--- src/rtl/arc4_pkg.sv ---
// Shared ARC4 decryption-unit definitions: FSM state types for the key
// scheduling and pseudo-random generation stages, fixed addresses and the printable range.
package arc4_pkg;

  // Key scheduling stage states. They live here so both stages share one package.
  typedef enum logic [2:0] {
    KSA_IDLE,
    KSA_INIT,
    KSA_RD_I,
    KSA_RD_J,
    KSA_WR_I,
    KSA_WR_J
  } ksa_state_t;

  typedef enum logic [3:0] {
    PRGA_IDLE,
    PRGA_LEN_RD,
    PRGA_LEN_WR,
    PRGA_RD_I,
    PRGA_RD_J,
    PRGA_WR_I,
    PRGA_WR_J,
    PRGA_RD_PAD,
    PRGA_WR_PT
  } prga_state_t;

  localparam logic [7:0] LEN_ADDR = 8'd0;
  localparam logic [7:0] PRINT_LO = 8'h20;
  localparam logic [7:0] PRINT_HI = 8'h7E;

  function automatic logic is_printable(input logic [7:0] b);
    return (b >= PRINT_LO) && (b <= PRINT_HI);
  endfunction

endpackage

--- src/rtl/prga.sv ---
// ARC4 pseudo-random generation stage: evolves the S-box and writes the
// length-prefixed plaintext. Optional printable check: PRGA_PRINTABLE_CHECK_EN.
module prga
  import arc4_pkg::*;
(
  input  logic       clk,
  input  logic       rst,
  input  logic       en,
  output logic       rdy,
  output logic [7:0] s_addr,
  input  logic [7:0] s_rddata,
  output logic [7:0] s_wrdata,
  output logic       s_wren,
  output logic [7:0] ct_addr,
  input  logic [7:0] ct_rddata,
  output logic [7:0] pt_addr,
  output logic [7:0] pt_wrdata,
  output logic       pt_wren,
  output logic       pt_ok
);

  prga_state_t state, state_nxt;

  logic [7:0] i, j, k, len;
  logic [7:0] si, sj, ctb;
  logic [7:0] j_sum;
  logic [7:0] pad_addr;

  // S[i] arrives in RD_J while j still holds its old value, so the new j
  // is formed combinationally to address S[j] in the same cycle.
  assign j_sum    = j + s_rddata;
  assign pad_addr = si + sj;

  always_ff @(posedge clk) begin
    // NOTE: sequential state uses non-blocking assignments so every register
    // samples pre-edge values regardless of statement order.
    if (rst) begin
      state <= PRGA_IDLE;
      i     <= 8'd0;
      j     <= 8'd0;
      k     <= 8'd0;
      len   <= 8'd0;
      si    <= 8'd0;
      sj    <= 8'd0;
      ctb   <= 8'd0;
    end else begin
      state <= state_nxt;
      unique case (state)
        PRGA_IDLE: begin
          if (en) begin
            i <= 8'd0;
            j <= 8'd0;
            k <= 8'd0;
          end
        end
        PRGA_LEN_WR: begin
          len <= ct_rddata;
          k   <= 8'd1;
        end
        PRGA_RD_I: i <= i + 8'd1;
        PRGA_RD_J: begin
          si <= s_rddata;
          j  <= j_sum;
        end
        PRGA_WR_I: begin
          sj  <= s_rddata;
          ctb <= ct_rddata;
        end
        PRGA_WR_PT: k <= k + 8'd1;
        default: ;
      endcase
    end
  end

  always_comb begin
    // NOTE: every output gets a default before the case so no path leaves a
    // signal unassigned, which would otherwise infer a latch.
    state_nxt = state;
    rdy       = 1'b0;
    s_addr    = 8'd0;
    s_wrdata  = 8'd0;
    s_wren    = 1'b0;
    ct_addr   = 8'd0;
    pt_addr   = 8'd0;
    pt_wrdata = 8'd0;
    pt_wren   = 1'b0;
    unique case (state)
      PRGA_IDLE: begin
        rdy = 1'b1;
        if (en) state_nxt = PRGA_LEN_RD;
      end
      PRGA_LEN_RD: begin
        ct_addr   = LEN_ADDR;
        state_nxt = PRGA_LEN_WR;
      end
      PRGA_LEN_WR: begin
        pt_addr   = LEN_ADDR;
        pt_wrdata = ct_rddata;
        pt_wren   = 1'b1;
        state_nxt = (ct_rddata == 8'd0) ? PRGA_IDLE : PRGA_RD_I;
      end
      PRGA_RD_I: begin
        s_addr    = i + 8'd1;
        state_nxt = PRGA_RD_J;
      end
      PRGA_RD_J: begin
        s_addr    = j_sum;
        ct_addr   = k;
        state_nxt = PRGA_WR_I;
      end
      PRGA_WR_I: begin
        // When i == j both swap writes carry the same value, which is harmless.
        s_addr    = i;
        s_wrdata  = s_rddata;
        s_wren    = 1'b1;
        state_nxt = PRGA_WR_J;
      end
      PRGA_WR_J: begin
        s_addr    = j;
        s_wrdata  = si;
        s_wren    = 1'b1;
        state_nxt = PRGA_RD_PAD;
      end
      PRGA_RD_PAD: begin
        s_addr    = pad_addr;
        state_nxt = PRGA_WR_PT;
      end
      PRGA_WR_PT: begin
        pt_addr   = k;
        pt_wrdata = s_rddata ^ ctb;
        pt_wren   = 1'b1;
        state_nxt = (k == len) ? PRGA_IDLE : PRGA_RD_I;
      end
      default: state_nxt = PRGA_IDLE;
    endcase
  end

`ifdef PRGA_PRINTABLE_CHECK_EN
  logic ok;

  // Sticky: once a non-printable byte is written, stays low until the next start.
  always_ff @(posedge clk) begin
    if (rst) begin
      ok <= 1'b1;
    end else if (state == PRGA_IDLE && en) begin
      ok <= 1'b1;
    end else if (pt_wren && state == PRGA_WR_PT && !is_printable(pt_wrdata)) begin
      ok <= 1'b0;
    end
  end

  assign pt_ok = ok;
`else
  assign pt_ok = 1'b1;
`endif

endmodule

--- config.mk ---
export PLATFORM = sky130hd
export DESIGN_NAME = prga
export DESIGN_NICKNAME = d
export VERILOG_FILES = /design/src/rtl/arc4_pkg.sv /design/src/rtl/prga.sv
export SDC_FILE = /design/constraint.sdc
export NUM_CORES = 1
export LEC_CHECK = 0
export CAP_MARGIN = 20
export CORE_ASPECT_RATIO = 0.7
export CORE_MARGIN = 4
export CORE_UTILIZATION = 50
export DETAILED_ROUTE_END_ITERATION = 8
export HOLD_SLACK_MARGIN = 0.15
export PLACE_DENSITY = 0.76
export SLEW_MARGIN = 40
export SYNTH_ARGS = -nofsm -noshare
export SYNTH_HDL_FRONTEND = slang
export SYNTH_SLANG_ARGS = --single-unit
--- constraint.sdc ---
create_clock -name clk -period 10.2 [get_ports clk]
set_input_delay 3.06 -clock clk [delete_from_list [all_inputs] [get_ports clk]]
set_output_delay 3.06 -clock clk [all_outputs]
set_load 0.03 [all_outputs]
### Signal wires on met1, run 1

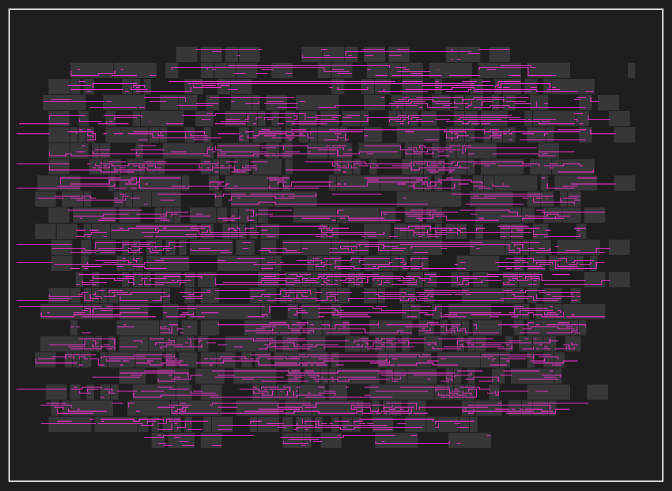
nets with wire on the layer: 529
main direction: horizontal
longest straight run: 48.3 um
share of all routed wire: 47%
wire length on this layer: 4,980 um
DR vias: 3,699
GRT met1 Usage: 37.7%
WL final: 10,600 um

### M2 wires, run 1

Scale bar: 20 um.
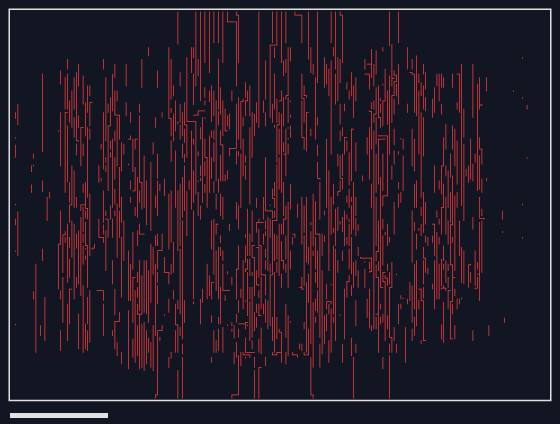
main direction: vertical
nets with wire on the layer: 474
longest straight run: 40.5 um
share of all routed wire: 42%
met2 Use GR: 36.1%

### The metal 3 layer, run 1

Scale bar: 20 um.
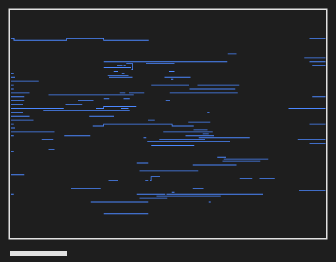
nets with wire on the layer: 72
share of all routed wire: 8.1%
main direction: horizontal
wire length on this layer: 860 um
met3 usage: 5.17%

==> results.cfg, run 1 <==
; flow metrics
[outcome]
outcome = completed

[die]
die_area_mm2 = 0.00877
taps = 94

[setup_path]
crit_type = in -> out
rr_endpoint = j[5]
arrival_ns = 6.01

[power]
power_mw = 0.613

[clock_tree]
ctsHtreeMaxLevel = 3
clkTransAtPathRegs_ns = 0.07

[yosys]
ys_seq_share_pct = 32.8
yosys-stat-area_mm2 = 0.00366

[global_route]
grt_start_max_net_pins = 53
grt_overflow = 0

[drt]
postRouteAntennaNets = 0

[final_timing]
whs_ns = 0.465
finalCritPeriodShare_pct = 89.0

[finish]
area_growth_pct = 24.7
layout_top_cells = nand2_1 (113), clkdlybuf4s50_1 (61), dfxtp_1 (59), a21oi_1 (58), nor2_1 (36)

[min_path]
hp-start = sj[6]
hold_path_depth = 2

[place]
portBuffers = 61
## run 1: kinds of logic (layout without fill, tap and decap cells)
family,count (synthesis),after routing,synth area share [%]
mux,2,2,0.547
xor+xnor,34,34,8.14
other cells,1,1,0.102
flops,60,60,32.8
compound gates,121,121,19.8
simple gates,224,224,28.5
fa+ha+maj,18,18,6.56
buf+inv,31,84,3.52
## run 1: registers in the layout, summed over array words and instances (netlist names)
register  cells
state         4
i             8
len           8
si            8
j             8
k             8
sj            8
ctb           8
## run 1: power by group
| group | switching [mW] | leakage [nW] | total [mW] | internal, mW |
|---|---|---|---|---|
| sequential | 0.00982 | 0.485 | 0.250 | 0.240 |
| clock | 0.0962 | 0.127 | 0.272 | 0.175 |
| combinational | 0.0557 | 1.21 | 0.0922 | 0.0365 |
==> run 1 -> run 2 <==
- ABC_CLOCK_PERIOD_IN_PS: not set -> 10200
### The metal 3 layer, run 2

Scale bar: 20 um.
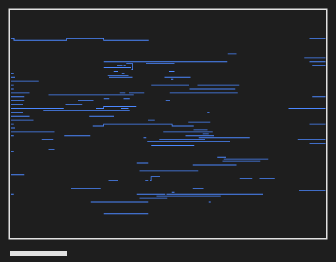
wire length on this layer: 860 um
nets with wire on the layer: 72

### The metal 4 layer, run 2

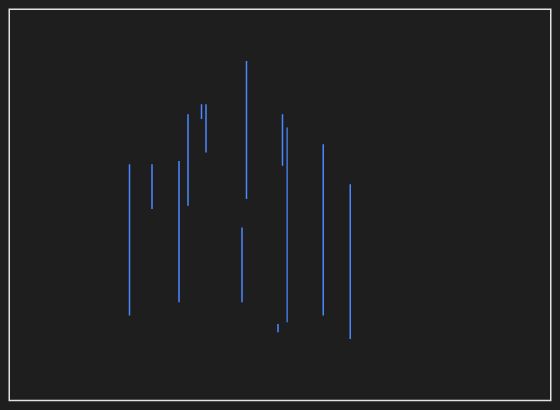
nets with wire on the layer: 10
share of all routed wire: 2.4%
main direction: vertical
wire length on this layer: 258 um

==> results.cfg, run 2 <==
; flow metrics
[finish]
seq_share_pct = 26.4
nonClkBufAreaFrac_pct = 13.9
area_growth_pct = 24.7
layout_top_cells = nand2_1 (113), clkdlybuf4s50_1 (61), dfxtp_1 (59), a21oi_1 (58), nor2_1 (36)

[power]
p_comb_mw = 0.0922
power_frac_seq_pct = 40.7
combPwrFrac_pct = 15.0
pg_clk_mw = 0.272
powerSeq_mw = 0.250
p_sw_mw = 0.162
power_mw = 0.613
top_power_group = clock

[global_route]
grt_start_max_net_pins = 53
grt_overflow = 0

[outcome]
outcome = completed

[setup_path]
rr_endpoint = j[5]
crit_type = in -> out
arrival_ns = 6.01

[die]
die_area_mm2 = 0.00877
taps = 94

[yosys]
ys_seq_share_pct = 32.8
async_reset_ff_share_pct = 0
yosys-stat-area_mm2 = 0.00366

[place]
portBuffers = 61
dpl.hpwl_um = 7540

[clock_tree]
post_cts_buffers = 0
ctsHtreeMaxLevel = 3
clkTransAtPathRegs_ns = 0.07

[drt]
wirelength_um = 10600
vias = 3699

[min_path]
hp-start = sj[6]
hold_path_depth = 2

[final_timing]
finalCritPeriodShare_pct = 89.0
hold_violations = 0
whs_ns = 0.465
### M2 wires, run 2

Scale bar: 20 um.
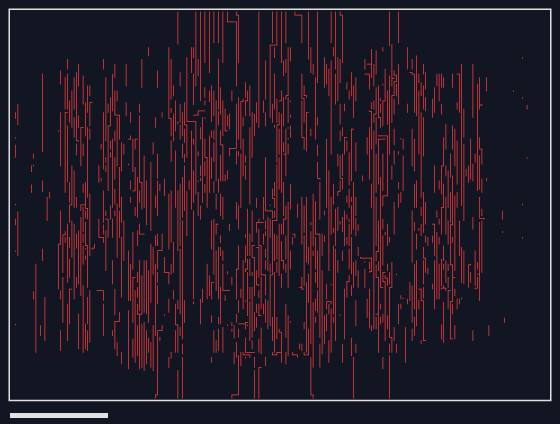
share of all routed wire: 42%
main direction: vertical
wire length on this layer: 4,480 um

run 2: cell counts after synthesis:
No cell type changed its count.
run 2: logic make-up after synthesis:
| kind of cell | Yosys count | synth area share, % |
|---|---|---|
| other | 1 | 0.102 |
| XOR/XNOR | 34 | 8.14 |
| adder cells (fa/ha/maj) | 18 | 6.56 |
| multiplexers | 2 | 0.547 |
| AND/OR/NAND/NOR | 224 | 28.5 |
| AND-OR/OR-AND | 121 | 19.8 |
| buffers and inverters | 31 | 3.52 |
| flip-flops | 60 | 32.8 |
run 2: layer usage:
layer  part of all wire [%]  GRT usage (%)  wire [um]
met1                     47           37.7       4980
met2                     42           36.1       4480
met3                    8.1           5.17        860
met4                    2.4           10.2        258
met5                      0              0          0
No activity file was given, so power comes from the tool's default toggle rates.
